**src/rtl/abs_diff_approx_pipe.sv**
```systemverilog
// rtl/abs_diff_approx_pipe.sv - pipelined approximate absolute-difference unit
//
// Purpose:
//   Two-stage valid/ready pipeline computing |a - b|. In approximate mode the
//   TRUNC least-significant result bits are forced to zero. An optional error
//   monitor (build macro ABS_DIFF_ERR_MON_EN) compares each approximate result
//   with the exact one, flags beats whose error exceeds ET, counts them in a
//   saturating counter and tracks the largest error seen since reset.
//
// Ports:
//   clk        in   1      clock, all state on rising edge
//   rst        in   1      synchronous reset, active-high
//   in_valid   in   1      operand beat valid
//   in_ready   out  1      unit can accept a beat this cycle
//   in_a       in   W      operand a (unsigned)
//   in_b       in   W      operand b (unsigned)
//   in_approx  in   1      1 = approximate result, 0 = exact (per beat)
//   out_valid  out  1      result beat valid
//   out_ready  in   1      consumer accepts result
//   out_diff   out  W      result
//   out_viol   out  1      this beat's error exceeded ET (monitor builds only)
//   err_cnt    out  CNT_W  saturating count of violating beats (monitor only)
//   err_max    out  W      largest error seen since reset (monitor only)

module abs_diff_approx_pipe #(
  parameter int W     = 4,
  parameter int TRUNC = 1,
  parameter int ET    = 2,
  parameter int CNT_W = 8
) (
  input  logic             clk,
  input  logic             rst,
  input  logic             in_valid,
  output logic             in_ready,
  input  logic [W-1:0]     in_a,
  input  logic [W-1:0]     in_b,
  input  logic             in_approx,
  output logic             out_valid,
  input  logic             out_ready,
  output logic [W-1:0]     out_diff,
  output logic             out_viol,
  output logic [CNT_W-1:0] err_cnt,
  output logic [W-1:0]     err_max
);

  // Clears the truncated LSBs; with TRUNC=0 the mask is all ones.
  localparam logic [W-1:0] KEEP_MASK = {W{1'b1}} << TRUNC;

  logic         s1_valid;
  logic         s1_approx;
  logic [W-1:0] s1_exact;
  logic         s2_valid;
  logic [W-1:0] s2_diff;

  logic         s1_adv;
  logic         s2_adv;
  logic [W-1:0] exact_in;
  logic [W-1:0] diff_next;

  // in_ready depends on out_ready and stage state only, never on in_valid.
  assign s2_adv   = !s2_valid || out_ready;
  assign s1_adv   = !s1_valid || s2_adv;
  assign in_ready = s1_adv;

  assign exact_in  = (in_a >= in_b) ? (in_a - in_b) : (in_b - in_a);
  assign diff_next = s1_approx ? (s1_exact & KEEP_MASK) : s1_exact;

  always_ff @(posedge clk) begin
    if (rst) begin
      s1_valid  <= 1'b0;
      s1_exact  <= '0;
      s1_approx <= 1'b0;
    end else if (s1_adv) begin
      s1_valid  <= in_valid;
      s1_exact  <= exact_in;
      s1_approx <= in_approx;
    end
  end

  always_ff @(posedge clk) begin
    if (rst) begin
      s2_valid <= 1'b0;
      s2_diff  <= '0;
    end else if (s2_adv) begin
      s2_valid <= s1_valid;
      s2_diff  <= diff_next;
    end
  end

  assign out_valid = s2_valid;
  assign out_diff  = s2_diff;

`ifdef ABS_DIFF_ERR_MON_EN
  localparam int unsigned      ET_U    = ET;
  localparam logic [CNT_W-1:0] CNT_MAX = '1;

  logic [W-1:0]     err_next;
  logic             viol_next;
  logic [W-1:0]     s2_err;
  logic             s2_viol;
  logic [CNT_W-1:0] err_cnt_q;
  logic [W-1:0]     err_max_q;
  logic             beat_done;

  // Truncation only removes low bits, so the error never underflows.
  assign err_next  = s1_exact - diff_next;
  assign viol_next = 32'(err_next) > ET_U;
  assign beat_done = s2_valid && out_ready;

  always_ff @(posedge clk) begin
    if (rst) begin
      s2_err  <= '0;
      s2_viol <= 1'b0;
    end else if (s2_adv) begin
      s2_err  <= err_next;
      s2_viol <= viol_next;
    end
  end

  // Statistics update once per output handshake, not per stalled cycle.
  always_ff @(posedge clk) begin
    if (rst) begin
      err_cnt_q <= '0;
      err_max_q <= '0;
    end else if (beat_done) begin
      if (s2_viol && (err_cnt_q != CNT_MAX)) begin
        err_cnt_q <= err_cnt_q + 1'b1;
      end
      if (s2_err > err_max_q) begin
        err_max_q <= s2_err;
      end
    end
  end

  assign out_viol = s2_viol;
  assign err_cnt  = err_cnt_q;
  assign err_max  = err_max_q;
`else
  assign out_viol = 1'b0;
  assign err_cnt  = '0;
  assign err_max  = '0;
`endif

endmodule

```
**config.mk**
```make
export PLATFORM = sky130hd
export DESIGN_NAME = abs_diff_approx_pipe
export DESIGN_NICKNAME = d
export VERILOG_FILES = /design/src/rtl/abs_diff_approx_pipe.sv
export SDC_FILE = /design/constraint.sdc
export NUM_CORES = 1
export LEC_CHECK = 0
export ABC_AREA = 1
export CELL_PAD_IN_SITES_DETAIL_PLACEMENT = 2
export CELL_PAD_IN_SITES_GLOBAL_PLACEMENT = 2
export CORE_UTILIZATION = 23
export DETAILED_ROUTE_END_ITERATION = 6
export PLACE_DENSITY = 0.86
export SLEW_MARGIN = 10
export SYNTH_ARGS = -nofsm -noshare
export SYNTH_HDL_FRONTEND = slang
export SYNTH_SLANG_ARGS = --single-unit
```
**constraint.sdc**
```tcl
create_clock -name clk -period 1.6 [get_ports clk]
set_input_delay 0.32 -clock clk [delete_from_list [all_inputs] [get_ports clk]]
set_output_delay 0.32 -clock clk [all_outputs]
set_load 0.03 [all_outputs]
```
==> run notes, run 1 <==
Figures from the implementation reports.

- The most repeated library cell on the critical path reads inv_4.
- The synthesized-area fraction occupied by ao, oa, aoi and oai cells reads 12.6%.
- The synthesized netlist has a Yosys-reported chip area of 871 um^2.
- The run finished with clean final reports.
- The cell count after synthesis is 114.
- The number of diodes is 0.
- After floorplanning, the die was sized to cover 0.00404 mm^2.
- The number of global-route vias before repair is 865.
- The critical path startpoint is out_ready.
- Among cell families on the critical path, the largest total delay comes from buffers and inverters.
- After synthesis the cells add up to 871 um^2.
- The clock latency on the worst-skew pair is 250 ps.
- The critical path launch point type reads an input pin.
- The core utilization at floorplan is 25.1%.
- The maximum ir drop on the vdd rail is 0.194 mV.
- The post-synthesis share of cell area spent on xor and xnor gates reads 2.01%.
- The worst path uses 97.7% of the clock period.
- The main logic family after synthesis is buffers and inverters.
- The path type of the worst min-delay path reads register to register.
- Looking at the reg2reg group, the worst path starts from out_valid$_SDFFE_PP0P_.
- The flow measured a signed area growth from synthesis to layout of 41.1%.
- The final net count reads 167.
- The routability-driven placement congestion ratio reads 0.780.
- The leakage power reads 0.655 nW.
- The count of final hold-check violations is 0.
- The tally of yosys warning messages reads 0.
- The clock root buffer reads clkbuf_8.
- The via density per instance reads 4.04.
- The overall power after layout is 0.000928 W.
- The die is 63.5 um wide.
- The total power divided by cell area is 755 mW/mm^2.
- The row count reads 21.
- The data arrival time reported for the critical path is 1240 ps.
- The top cell type's share of synthesized area is 25.3%.
- The number of buffer and inverter instances along the worst setup path is 4.
- The number of max-slew violations in the final report reads 0.
- Clock skew on the completed layout was measured at 5.10 ps.
- The worst path required time is 1280 ps.
- The final setup violation count is 0.
- The commonest register cell is dfxtp_1.
- The logic depth of the worst path, buffers included is 6.
- The reg-to-reg endpoint reads s1_exact[3]$_SDFFE_PP0P_.
- During placement, the flow inserted port buffers numbering 18.
- The adder-cell area share of the yosys netlist reads 14.7%.
- The minimum clock period reads 1560 ps.
- The global-route wire length before repair reads 3770 um.
- The maximum achievable frequency reads 640 MHz.
- The number of buffers created by CTS reads 3.
- By count the netlist is led by inv_1 (21), nand2_1 (15), buf_4 (13), dfxtp_1 (11).
- The post-synthesis sequential area ratio is 25.3%.
- The share of synthesized registers carrying an async set or reset reads 0%.
- The clock passes through at most 2 buffers.
- The end of the worst hold path reads out_diff[1]$_SDFFE_PP0P_.
- The critical path is of the input pin to output port type.
- The detailed router finished its first iteration with 11 violations.
- The number of fill cells in the layout is 430.
- In the log, the iteration count for the first detailed-route pass is 3.
- The mux share of post-synthesis cell area is 0%.
- The post-layout utilization of the core is 35.4%.
- The number of warnings the tools reported reads 30.
- STA lists the startpoint of the worst hold path as s1_exact[1]$_SDFFE_PP0P_.
- For this block, the routed nets add up to 2200 um of wire.
- The multi-input gate area in the final layout reads 541 um^2.
- Max-cap violations in this run came to 0.
- The simple-gate share of the synthesized area is 20.3%.
- The area of the core reads 0.00347 mm^2.
- By instance count, the leading cell after synthesis is inv_1.
- The cell count listed in synth_stat.txt reads 114.
- Yosys attributes the largest share of cell area to dfxtp_1 (25%), buf_4 (11%), ha_1 (10%).
- The critical path capture point is in_ready.
- The number of DRC violations after detailed routing is 0.
- The number of sinks driven by the clock tree is 11.
- The total of flip-flops plus latches after synthesis is 11.
- The overflow left after global routing reads 0.
- The TritonCTS clock tree is built.
- The pin count of the biggest net entering global routing is 12.
- Per the CTS log, the maximum H-tree level is 1.
- The number of synthesized flops with an enable pin is 0.
- Adding up every negative setup slack in the final design gives 0 ps.
- For this design, the slowest cell found on the critical path is clkdlybuf4s50_1.
-- run 1: metrics by stage --
stage / instances / instance area (um^2) / worst slack [ps]
after floorplan: 126 / 916 / 115
after global placement: 185 / 1110 / -425
after detailed placement: 185 / 1110 / -549
after CTS: 189 / 1200 / 4.25
after global routing: 190 / 1230 / -25.7
final: 190 / 1230 / 37.4
-- run 1: final cells by class --
class,count,area share (%)
clock inverter,1,0.407
inverter,25,8.04
sequential,11,17.9
timing repair buffer,29,21.6
multi-input combinational,75,44.0
clock buffer,3,3.36
tap,46,4.68
-- run 1: state kept, by name (all words and copies together) (netlist names) --
| signal | flops |
|---|---|
| s1_approx | 1 |
| s1_valid | 1 |
| s1_exact | 4 |
| out_diff | 4 |
| out_valid | 1 |
-- run 1: routing by layer --
layer	track usage [%]	vias up	part of all wire [%]
li1	-	379	-
met1	10.4	358	34
met2	25.5	23	58
met3	2.36	7	4.3
met4	8.52	0	3.3
met5	0	-	0
-- run 1: what timing repair did --
action | CTS | global route
endpoints found under the setup margin | 3 | 7
gates resized | 14 | 6
pin swaps | 2 | 3
hold buffers | 0 | 0
setup buffers | 0 | 1
cloned | 0 | 0
-- run 1: cells in the final DEF, fill, tap and decap left out, types with 3 or more instances in the layout --
cell type	netlist	layout
inv_1	21	20
dlygate4sd2_1	0	4
dlymetal6s2s_1	0	4
nor2_1	5	5
buf_4	13	12
dfxtp_1	11	11
ha_4	0	3
nand2_1	15	14
inv_2	2	3
nand3_1	6	6
ha_2	0	3
a21oi_1	7	7
o21ai_1	4	4
conb_1	1	13
clkdlybuf4s50_1	0	9
clkbuf_8	0	3
nand2_2	2	3
-- run 1: power by group --
part / leakage, nW / internal (W) / switching [W]
sequential: 0.0911 / 0.000301 / 0.0000110
combinational: 0.539 / 0.000136 / 0.000194
clock: 0.0255 / 0.000172 / 0.000114
Run 1, nets reached from selected ports:
(4 px per um)
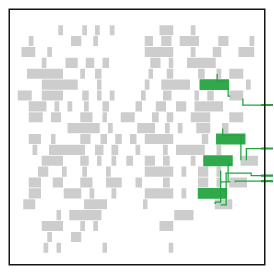
legend:
  green:
    port: out_diff
    bits: 4
    direction: output
    end_cells: 4
    buffers: 4
    wire: 78.2 um

Run 1, signal wires by layer:
(8 px per um) Only two layers are drawn.
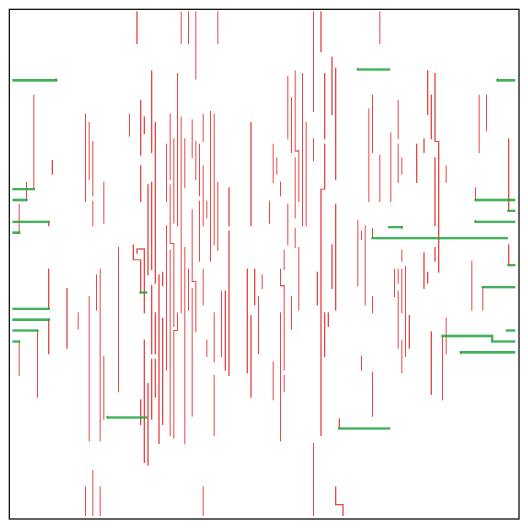
legend:
  green:
    layer: metal 3
    wire_length: 95.2 um
  red:
    layer: metal 2
    wire_length: 1,270 um
detail-routed net length per standard cell: 11.6 um
GRT Resource Usage Total: 12.5%
routed via count: 767

Run 1, ports around the boundary:
(8 px per um) Pins as bars across the die edge, other pins in grey.
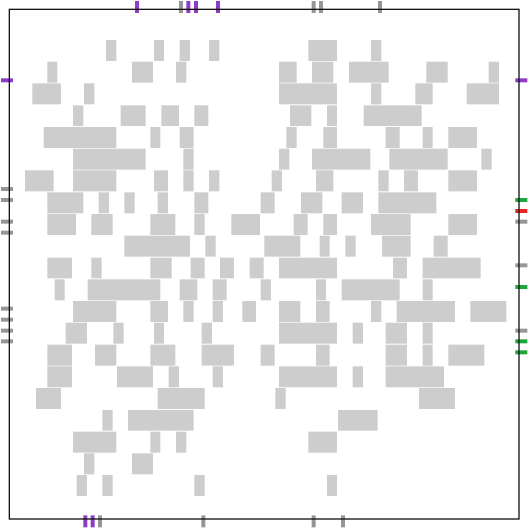
legend:
  green:
    port: out_diff
    pins: 4
    direction: output
    edge: right
  purple:
    port: err_cnt
    pins: 8
    direction: output
    edge: 4 top, 2 bottom, 1 left, 1 right
  red:
    port: out_ready
    pins: 1
    direction: input
    edge: right
all pins by edge: 9 right, 9 left, 8 top, 6 bottom

==> run 1 -> run 2 <==
--- a/config.mk
+++ b/config.mk
@@ -6,6 +6,7 @@
 export NUM_CORES = 1
 export LEC_CHECK = 0
 export ABC_AREA = 1
+export ABC_CLOCK_PERIOD_IN_PS = 1600
 export CELL_PAD_IN_SITES_DETAIL_PLACEMENT = 2
 export CELL_PAD_IN_SITES_GLOBAL_PLACEMENT = 2
 export CORE_UTILIZATION = 23
Run 2, signal wires by layer:
(8 px per um) Only two layers are drawn.
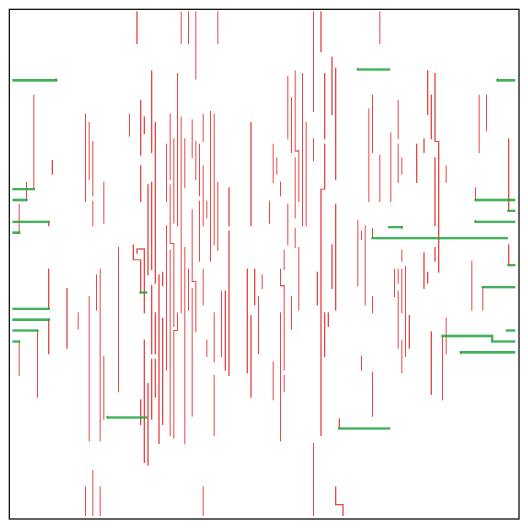
legend:
  red:
    layer: metal 2
    wire_length: 1,270 um
  green:
    layer: metal 3
    wire_length: 95.2 um

Run 2, drive-strength map:
(8 px per um)
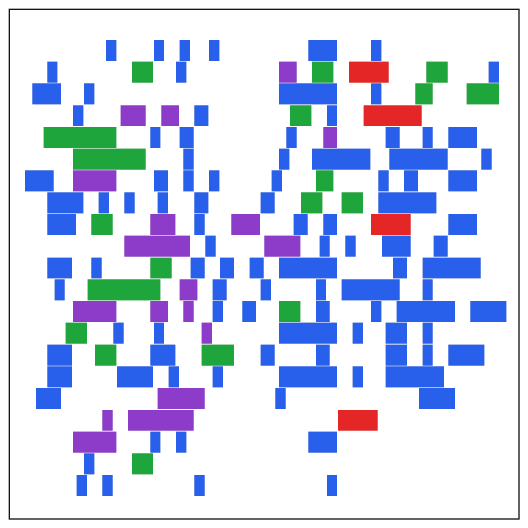
legend:
  blue:
    size: _0 and _1 cells
    cells: 103
    share: 72%
    most_used: inv_1
  purple:
    size: _2 cells
    cells: 18
    share: 13%
  green:
    size: _3 and _4 cells
    cells: 19
    share: 13%
    most_used: buf_4
  red:
    size: _6 and larger
    cells: 4
    share: 2.8%
    most_used: clkbuf_8

==> run 2 against run 1 <==
  * Setup slack stayed put
  * Sequential share of layout area stayed put
  * Area after synthesis stayed put
  * Non-clock buffer count stayed put
  * Hold slack stayed put
  * Clock power hardly changed
  * Synthesized cell count stayed put
  * Die size stayed put
  * Cell count stayed put
  * Final area stayed put
  * Largest cell class unchanged
==> run notes, run 2 <==
Figures from the implementation reports.

- The main logic family after synthesis is buffers and inverters (unchanged).
- The part of the cycle the worst path needs was 97.7% (unchanged).
- The minimum clock period reads 1560 ps (unchanged).
- The adder-cell area share of the yosys netlist reads 14.7% (unchanged).
- The buffer levels on the longest clock path is 2 (unchanged).
- The synthesized-area fraction occupied by ao, oa, aoi and oai cells is 12.6% (unchanged).
- The most repeated library cell on the critical path is inv_4 (unchanged).
- The number of sinks driven by the clock tree reads 11 (unchanged).
- The cell with the most instances after synthesis reads inv_1 (unchanged).
- The final routed wire length divided by cell count came to 11.6 um (unchanged).
- The net load switching power was 0.000319 W (unchanged).
- The first-iteration detailed-routing DRC count reads 11 (unchanged).
- The number of fill cells in the layout came to 430 (unchanged).
- The path type of the worst setup path reads input pin to output port (unchanged).
- The worst min-delay path startpoint is s1_exact[1]$_SDFFE_PP0P_ (unchanged).
- The number of global-route vias before repair reads 865 (unchanged).
- The share of synthesized registers carrying an async set or reset reads 0% (unchanged).
- The final instance count without filler cells came to 190 (unchanged).
- The path type of the worst min-delay path reads register to register (unchanged).
- The worst path required time came to 1280 ps (about the same).
- The mux share of post-synthesis cell area reads 0% (unchanged).
- The number of DRC violations after detailed routing is 0 (unchanged).
- The core utilization at floorplan came to 25.1% (unchanged).
- The pin count of the biggest net entering global routing is 12 (unchanged).
- The pre-CTS worst setup slack reads -549 ps (unchanged).
- The total power divided by cell area reads 755 mW/mm^2 (unchanged).
- The cell count after synthesis is 114 (unchanged).
- The number of diodes was 0 (unchanged).
- The arrival time of data at the critical path endpoint is 1240 ps (about the same).
- The tally of yosys warning messages was 0 (unchanged).
- The cell type of the slowest stage on the worst timing path reads clkdlybuf4s50_1 (unchanged).
- The critical path startpoint reads out_ready (unchanged).
- Synth top area cells: dfxtp_1 (25%), buf_4 (11%), ha_1 (10%) (unchanged).
- The overflow left after global routing came to 0 (unchanged).
- The cell-internal power reads 0.000609 W (unchanged).
- The post-layout utilization of the core is 35.4% (unchanged).
- The post-synthesis sequential area ratio is 25.3% (unchanged).
- The number of buffer and inverter instances along the worst setup path came to 4 (unchanged).
- The maximum achievable frequency reads 640 MHz (unchanged).
- The final net count reads 167 (unchanged).
- The final setup violation count is 0 (unchanged).
- List of most frequent post-synthesis cells: inv_1 (21), nand2_1 (15), buf_4 (13), dfxtp_1 (11) (unchanged).
- Outcome: finished, final reports clean (unchanged).
- The number of max-slew violations in the final report is 0 (unchanged).
- The number of synthesized flops with an enable pin was 0 (unchanged).
- The simple-gate share of the synthesized area reads 20.3% (unchanged).
- The combined area of all synthesized cells came to 871 um^2 (unchanged).
- The reg-to-reg endpoint is s1_exact[3]$_SDFFE_PP0P_ (unchanged).
- The startpoint of the worst-slack reg-to-reg timing path was out_valid$_SDFFE_PP0P_ (unchanged).
- The critical path launch point type is an input pin (unchanged).
- The cell family with the largest share of critical-path delay reads buffers and inverters (unchanged).
- The row count came to 21 (unchanged).
- The global-route wire length before repair was 3770 um (unchanged).
- The number of detailed-routing iterations run before antenna repair is 3 (unchanged).
- The most common cell after layout, fill and taps aside reads inv_1 (unchanged).
- The final clock skew is 5.10 ps (unchanged).
- The number of cells in the design after placement reads 185 (unchanged).
- The clock root buffer is clkbuf_8 (unchanged).
- The share of total power consumed by net switching was 34.4% (unchanged).
- The routability-driven placement congestion ratio is 0.780 (unchanged).
- The depth of the CTS H-tree came to 1 (unchanged).
- The number of buffers created by CTS is 3 (unchanged).
- The worst path setup slack after routing was 37.4 ps (unchanged).
- The sum of routed wire length over all layers reads 2200 um (unchanged).
Run 2, ports around the boundary:
(8 px per um) Pins as bars across the die edge, other pins in grey.
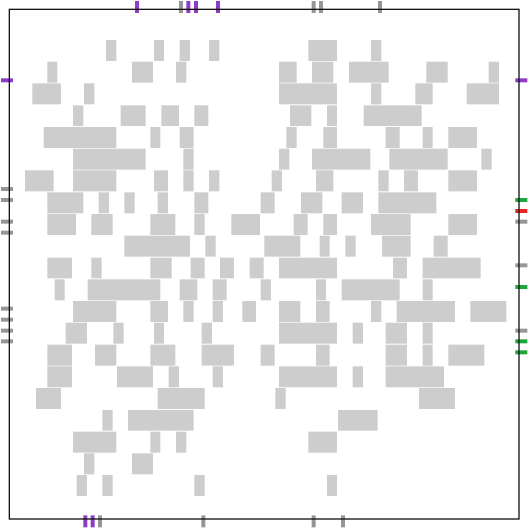
legend:
  red:
    port: out_ready
    pins: 1
    direction: input
    edge: right
  green:
    port: out_diff
    pins: 4
    direction: output
    edge: right
  purple:
    port: err_cnt
    pins: 8
    direction: output
    edge: 4 top, 2 bottom, 1 left, 1 right
all pins by edge: 9 right, 9 left, 8 top, 6 bottom

[run 2: cell counts in the layout (fill, tap and decap cells not counted)]
Identical to the previous run, type by type.
[run 2: power by group through the flow]
| stage | Sequential (W) | Combinational (W) | Clock (W) |
|---|---|---|---|
| after CTS | 0.000313 | 0.000326 | 0.000298 |
| after detailed placement | 0.000319 | 0.000310 | 0 |
| after global routing | 0.000315 | 0.000364 | 0.000316 |
| after global placement | 0.000317 | 0.000292 | 0 |
| after floorplan | 0.000336 | 0.000210 | 0 |
| final | 0.000312 | 0.000331 | 0.000286 |
[run 2: layout make-up]
class	instances	area, um^2	area share, %
clock buffers	3	41.3	3.36
clock inverters	1	5.00	0.407
inverters	25	98.8	8.04
multi-input cells	75	541	44.0
flip-flops and latches	11	220	17.9
well taps	46	57.6	4.68
repair buffers	29	265	21.6
[run 2: worst reg2reg max path, delay by kind of cell, from the launching register on]
kind	cells	cell delay [ps]
AND/OR/NAND/NOR	5	410
flip-flops	1	330
buffers and inverters	5	340
[run 2: metrics by stage]
step / power [W] / setup TNS, ps / area (um^2)
finish: 0.000928 / 0 / 1230
global route: 0.000995 / -31.7 / 1230
CTS: 0.000937 / 0 / 1200
detailed placement: 0.000629 / -1590 / 1110
global placement: 0.000608 / -1250 / 1110
floorplan: 0.000546 / 0 / 916
[run 2: per-layer routing]
layer | wire length (um) | GRT usage (%) | up-vias
met5 | 0 | 0 | -
met1 | 755 | 10.4 | 358
met2 | 1270 | 25.5 | 23
met3 | 95 | 2.36 | 7
li1 | - | - | 379
met4 | 72 | 8.52 | 0
[run 2: repair_timing]
| item | in CTS | in global routing |
|---|---|---|
| endpoints found under the setup margin | 3 | 7 |
| gates resized | 14 | 6 |
| pin swaps | 2 | 3 |
| setup buffers | 0 | 1 |
No activity file was given, so power comes from the tool's default toggle rates.
